$ cat config.mk
export PLATFORM = sky130hd
export DESIGN_NAME = fir_coeff_bank
export DESIGN_NICKNAME = d
export VERILOG_FILES = /design/src/rtl/fir_coeff_bank.sv
export SDC_FILE = /design/constraint.sdc
export NUM_CORES = 1
export LEC_CHECK = 0
export CORE_ASPECT_RATIO = 1.25
export CORE_UTILIZATION = 43
export DETAILED_ROUTE_END_ITERATION = 8
export HOLD_SLACK_MARGIN = 0.08
export MAX_ROUTING_LAYER = met4
export PLACE_DENSITY = 0.77
export SLEW_MARGIN = 20
export SYNTH_ARGS = -nofsm -noshare
export SYNTH_HDL_FRONTEND = slang
export SYNTH_SLANG_ARGS = --single-unit
$ cat constraint.sdc
create_clock -name clk -period 4.1 [get_ports clk]
set_clock_uncertainty 0.15 [all_clocks]
set_input_delay 0.82 -clock clk [delete_from_list [all_inputs] [get_ports clk]]
set_output_delay 0.82 -clock clk [all_outputs]
set_load 0.1 [all_outputs]
$ cat src/rtl/fir_coeff_bank.sv
// Four-entry FIR coefficient bank with a multi-cycle write, modwait pacing and set_done signalling.
// Optional index-order checking with a sticky err flag is enabled by defining COEFF_ORDER_CHECK_EN.
module fir_coeff_bank #(
    parameter int COEFF_WIDTH  = 16,
    parameter int WRITE_CYCLES = 3
) (
    input  logic                     clk,
    input  logic                     reset,
    input  logic                     load_coeff,
    input  logic [1:0]               coefficient_num,
    input  logic [COEFF_WIDTH-1:0]   fir_coefficient,
    output logic                     modwait,
    output logic [4*COEFF_WIDTH-1:0] coeff_bus,
    output logic [3:0]               bank_valid,
    output logic                     set_done,
    output logic                     err
);

    localparam logic [3:0] CNT_INIT = 4'(WRITE_CYCLES - 1);

    typedef enum logic {IDLE, BUSY} state_t;

    state_t                        state_q, state_d;
    logic [3:0]                    cnt_q, cnt_d;
    logic [1:0]                    hold_idx_q, hold_idx_d;
    logic [COEFF_WIDTH-1:0]        hold_val_q, hold_val_d;
    logic                          modwait_q, modwait_d;
    logic [3:0][COEFF_WIDTH-1:0]   coeff_q, coeff_d;
    logic [3:0]                    bank_valid_q, bank_valid_d;
    logic                          set_done_q, set_done_d;
    logic                          set_ok;
`ifdef COEFF_ORDER_CHECK_EN
    logic                          err_q, err_d;
    logic [1:0]                    exp_idx_q, exp_idx_d;
    logic                          seq_ok_q, seq_ok_d;
`endif

    always_comb begin
        state_d      = state_q;
        cnt_d        = cnt_q;
        hold_idx_d   = hold_idx_q;
        hold_val_d   = hold_val_q;
        modwait_d    = modwait_q;
        coeff_d      = coeff_q;
        bank_valid_d = bank_valid_q;
        set_done_d   = 1'b0;
        set_ok       = 1'b0;
`ifdef COEFF_ORDER_CHECK_EN
        err_d        = err_q;
        exp_idx_d    = exp_idx_q;
        seq_ok_d     = seq_ok_q;
`endif
        case (state_q)
            IDLE: begin
                if (load_coeff) begin
                    hold_idx_d = coefficient_num;
                    hold_val_d = fir_coefficient;
                    cnt_d      = CNT_INIT;
                    modwait_d  = 1'b1;
                    state_d    = BUSY;
`ifdef COEFF_ORDER_CHECK_EN
                    // Index 0 always restarts a set; any other out-of-order index poisons it.
                    if (coefficient_num == 2'd0) begin
                        err_d    = 1'b0;
                        seq_ok_d = 1'b1;
                    end else if (coefficient_num != exp_idx_q) begin
                        err_d    = 1'b1;
                        seq_ok_d = 1'b0;
                    end
                    exp_idx_d = coefficient_num + 2'd1;
`endif
                end
            end
            BUSY: begin
`ifdef COEFF_ORDER_CHECK_EN
                if (load_coeff) begin
                    err_d = 1'b1;
                end
`endif
                if (cnt_q == 4'd0) begin
                    coeff_d[hold_idx_q] = hold_val_q;
                    if (hold_idx_q == 2'd0) begin
                        bank_valid_d = 4'b0001;
                    end else begin
                        bank_valid_d[hold_idx_q] = 1'b1;
                    end
                    set_ok = (hold_idx_q == 2'd3) && (bank_valid_q[2:0] == 3'b111);
`ifdef COEFF_ORDER_CHECK_EN
                    set_ok = set_ok && seq_ok_q;
`endif
                    set_done_d = set_ok;
                    modwait_d  = 1'b0;
                    state_d    = IDLE;
                end else begin
                    cnt_d = cnt_q - 4'd1;
                end
            end
            default: state_d = IDLE;
        endcase
    end

    always_ff @(posedge clk or posedge reset) begin
        if (reset) begin
            state_q      <= IDLE;
            cnt_q        <= '0;
            hold_idx_q   <= '0;
            hold_val_q   <= '0;
            modwait_q    <= 1'b0;
            coeff_q      <= '0;
            bank_valid_q <= '0;
            set_done_q   <= 1'b0;
        end else begin
            state_q      <= state_d;
            cnt_q        <= cnt_d;
            hold_idx_q   <= hold_idx_d;
            hold_val_q   <= hold_val_d;
            modwait_q    <= modwait_d;
            coeff_q      <= coeff_d;
            bank_valid_q <= bank_valid_d;
            set_done_q   <= set_done_d;
        end
    end

`ifdef COEFF_ORDER_CHECK_EN
    always_ff @(posedge clk or posedge reset) begin
        if (reset) begin
            err_q     <= 1'b0;
            exp_idx_q <= 2'd0;
            seq_ok_q  <= 1'b1;
        end else begin
            err_q     <= err_d;
            exp_idx_q <= exp_idx_d;
            seq_ok_q  <= seq_ok_d;
        end
    end

    assign err = err_q;
`else
    assign err = 1'b0;
`endif

    assign modwait    = modwait_q;
    assign coeff_bus  = coeff_q;
    assign bank_valid = bank_valid_q;
    assign set_done   = set_done_q;

endmodule

==> deck_impl_summary.md <==
Physical Implementation Snapshot

Synthesis
  – Yosys aoi share: between 1 and 1.5%
  – Synthesized area: between 3000 and 4000 um^2
  – Synthesized area per cell: 16.1 um^2
  – Ys Warns: 0
  – Synth Area in Simple Gates: about 4.0%
  – Yosys cell count: 225
  – Top non-seq family: multiplexers
  – Synthesized flop and latch total: 93
  – Commonest flop: dfrtp_1
  – Adder Share, Synth: 0.689%
  – Biggest area cells: dfrtp_1, mux2_2, mux2_4
  – Mux area share: about 27%
  – Mapped Cells: 225
  – Top cells by instance count after synthesis: dfrtp_1, mux2_2, mux2_1
  – Cell Type Count: 30

Clocking
  – TritonCTS Buffers: 9
  – Post-CTS Setup Bufs: 0
  – Clk slew on worst S/H paths: roughly 0.09 ns
  – CTS Sinks: approximately 93

Status
  – Violated checks: design-rule violations
  – Run status: finished, violations left

Setup path
  – CP Launch Type: flop
  – Worst EP required: between 3 and 4 ns
  – CP Capture Type: primary output
  – Delay of the slowest cell on the worst path: around 1.2 ns
  – Critical Path Fanout Max: 3
  – WP data arrival: around 1.9 ns
  – CP delay by family, top: buffers and inverters

Layout
  – Clk tree area frac: ~4.6%
  – Fillcell total: 655
  – Layout cells sized above 1: slightly below 30%
  – Final core utilization: between 50% and 60%
  – Commonest Layout Cell: dfrtp_1
  – Non-clock buffer share of cell area: roughly 19%
  – Final Non-Filler Cells: 422
  – Seq. cell area: roughly 2300 um^2
  – N_diodes: 0
  – Multi-input gate area: 1210 um^2
  – Non-Filler Cell Area, Final: a little under 5000 um^2
  – Dominant class by area: flip-flops and latches

Floorplan
  – Die height: approximately 100 um
  – Core area: just over 8000 um^2
  – Boundary pin count: slightly above 90
  – Die ar.: 8820 um^2
  – Die Wd: between 80 and 90 um
  – Pre-Place Util: approximately 44%

Drt
  – Highest Signal Layer: met4
  – Final ANT Viol Nets: 0
  – Wire length on met1: between 3 and 4 mm
  – Mean number of vias per cell: 5.07
  – WL met3: 348 um
  – Detailed Route Iter0 Violations: about 100
  – Routed length per instance: roughly 17 um
  – Vias: 2141
  – Remaining DRCs: 12
  – TritonRoute pass-1 iters: 8

STA
  – Setup_tns: 0 ns
  – Max Clk Rate: 0.350 GHz
  – Final WS setup: 1.25 ns
  – Cycle use final: a little over two thirds
  – Hold Fails Final Rpt: 0
  – Fin. max-slew vios: 0
  – Slew @ Worst Pin: around 1.1 ns

Placed design
  – DP Area: 4610 um^2
  – Hpwl dp: ~4.9 mm
  – Worst slack at placement: ~1.5 ns
  – IO Port Bufs: about 90
  – Placed cells: between 400 and 500

Global route
  – First-pass GRT wire length: around 12 mm
  – Largest net degree at the start of global routing: approximately 55
  – Vias in the first global route: about 2200
  – Gr ovfl total: 0
  – Initial antenna violation count: 0

Run
  – Count of tool warnings: 27
-- worst paths after layout --
path                               start       endpoint  cells past startpoint
setup / recovery           bank_valid[0]  bank_valid[0]                      1
hold / removal             coeff_bus[37]  coeff_bus[37]                      1
setup reg to reg                cnt_q[0]  coeff_bus[58]                      6
hold reg to reg            coeff_bus[37]  coeff_bus[37]                      1
max in group asynchronous          reset  coeff_bus[21]                      3
min in group asynchronous          reset  hold_val_q[7]                      2
-- flip-flops by register name (all words and copies together), names as in the netlist, named ones only --
register,flops
bank_valid,2
cnt_q,4
coeff_bus,64
set_done,1
state_q,1
hold_val_q,16
hold_idx_q,2
modwait,1
-- layer usage --
metal,vias to the layer above,GRT usage [%]
met2,71,29.0
met3,11,3.08
met1,1091,23.9
li1,968,-
met4,0,5.91
met5,-,-
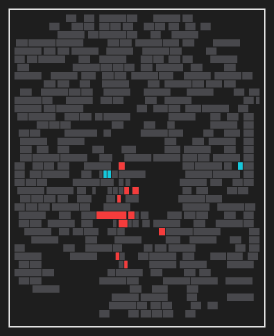
(images/gate_families.png)
color	family	cells
cyan	inverters	3
red	NAND gates	10

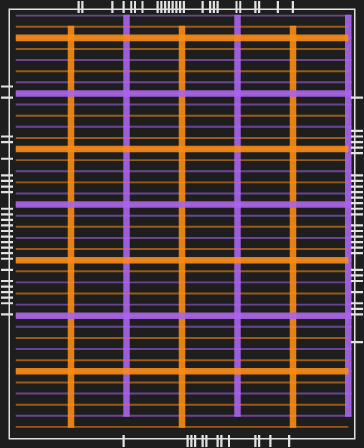
(images/pdn.png)
Pins as bars on the die edge.
color	net
orange	VSS
purple	VDD
met1 rails	38
met4 straps	6
met5 straps	7
rows	37
signal pins	92

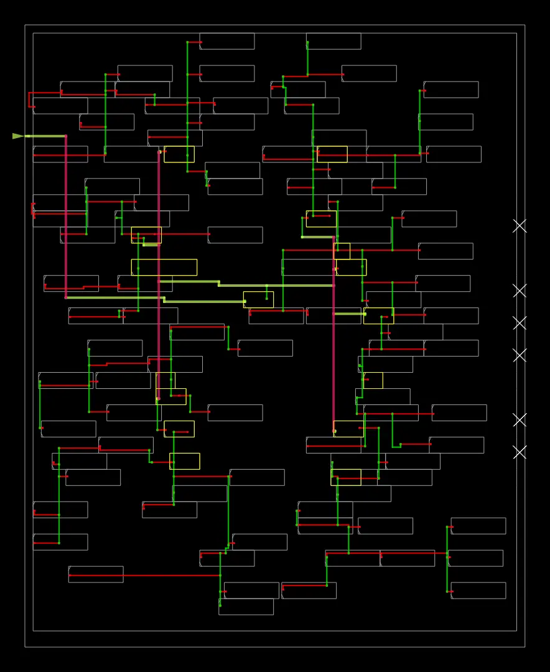
(images/final_clocks.png)
clkbuf count: 12

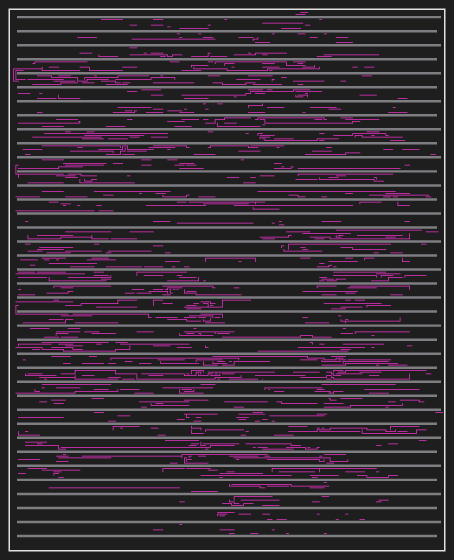
(images/met1.png)
Supply wires on this layer in gray.
nets with wire on the layer	294
share of all routed wire	44%
main direction	horizontal
wire length on this layer	3250 um

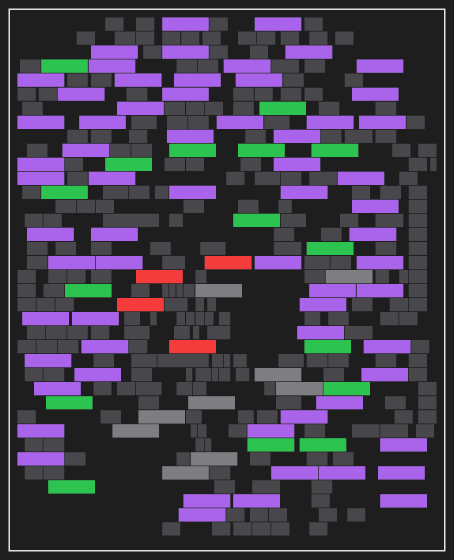
(images/registers.png)
Other sequential cells in the stronger gray, the rest of the logic in the fainter gray.
color	name in the netlist	placed flops
red	cnt_q	4
green	hold_val_q	16
purple	coeff_bus	64

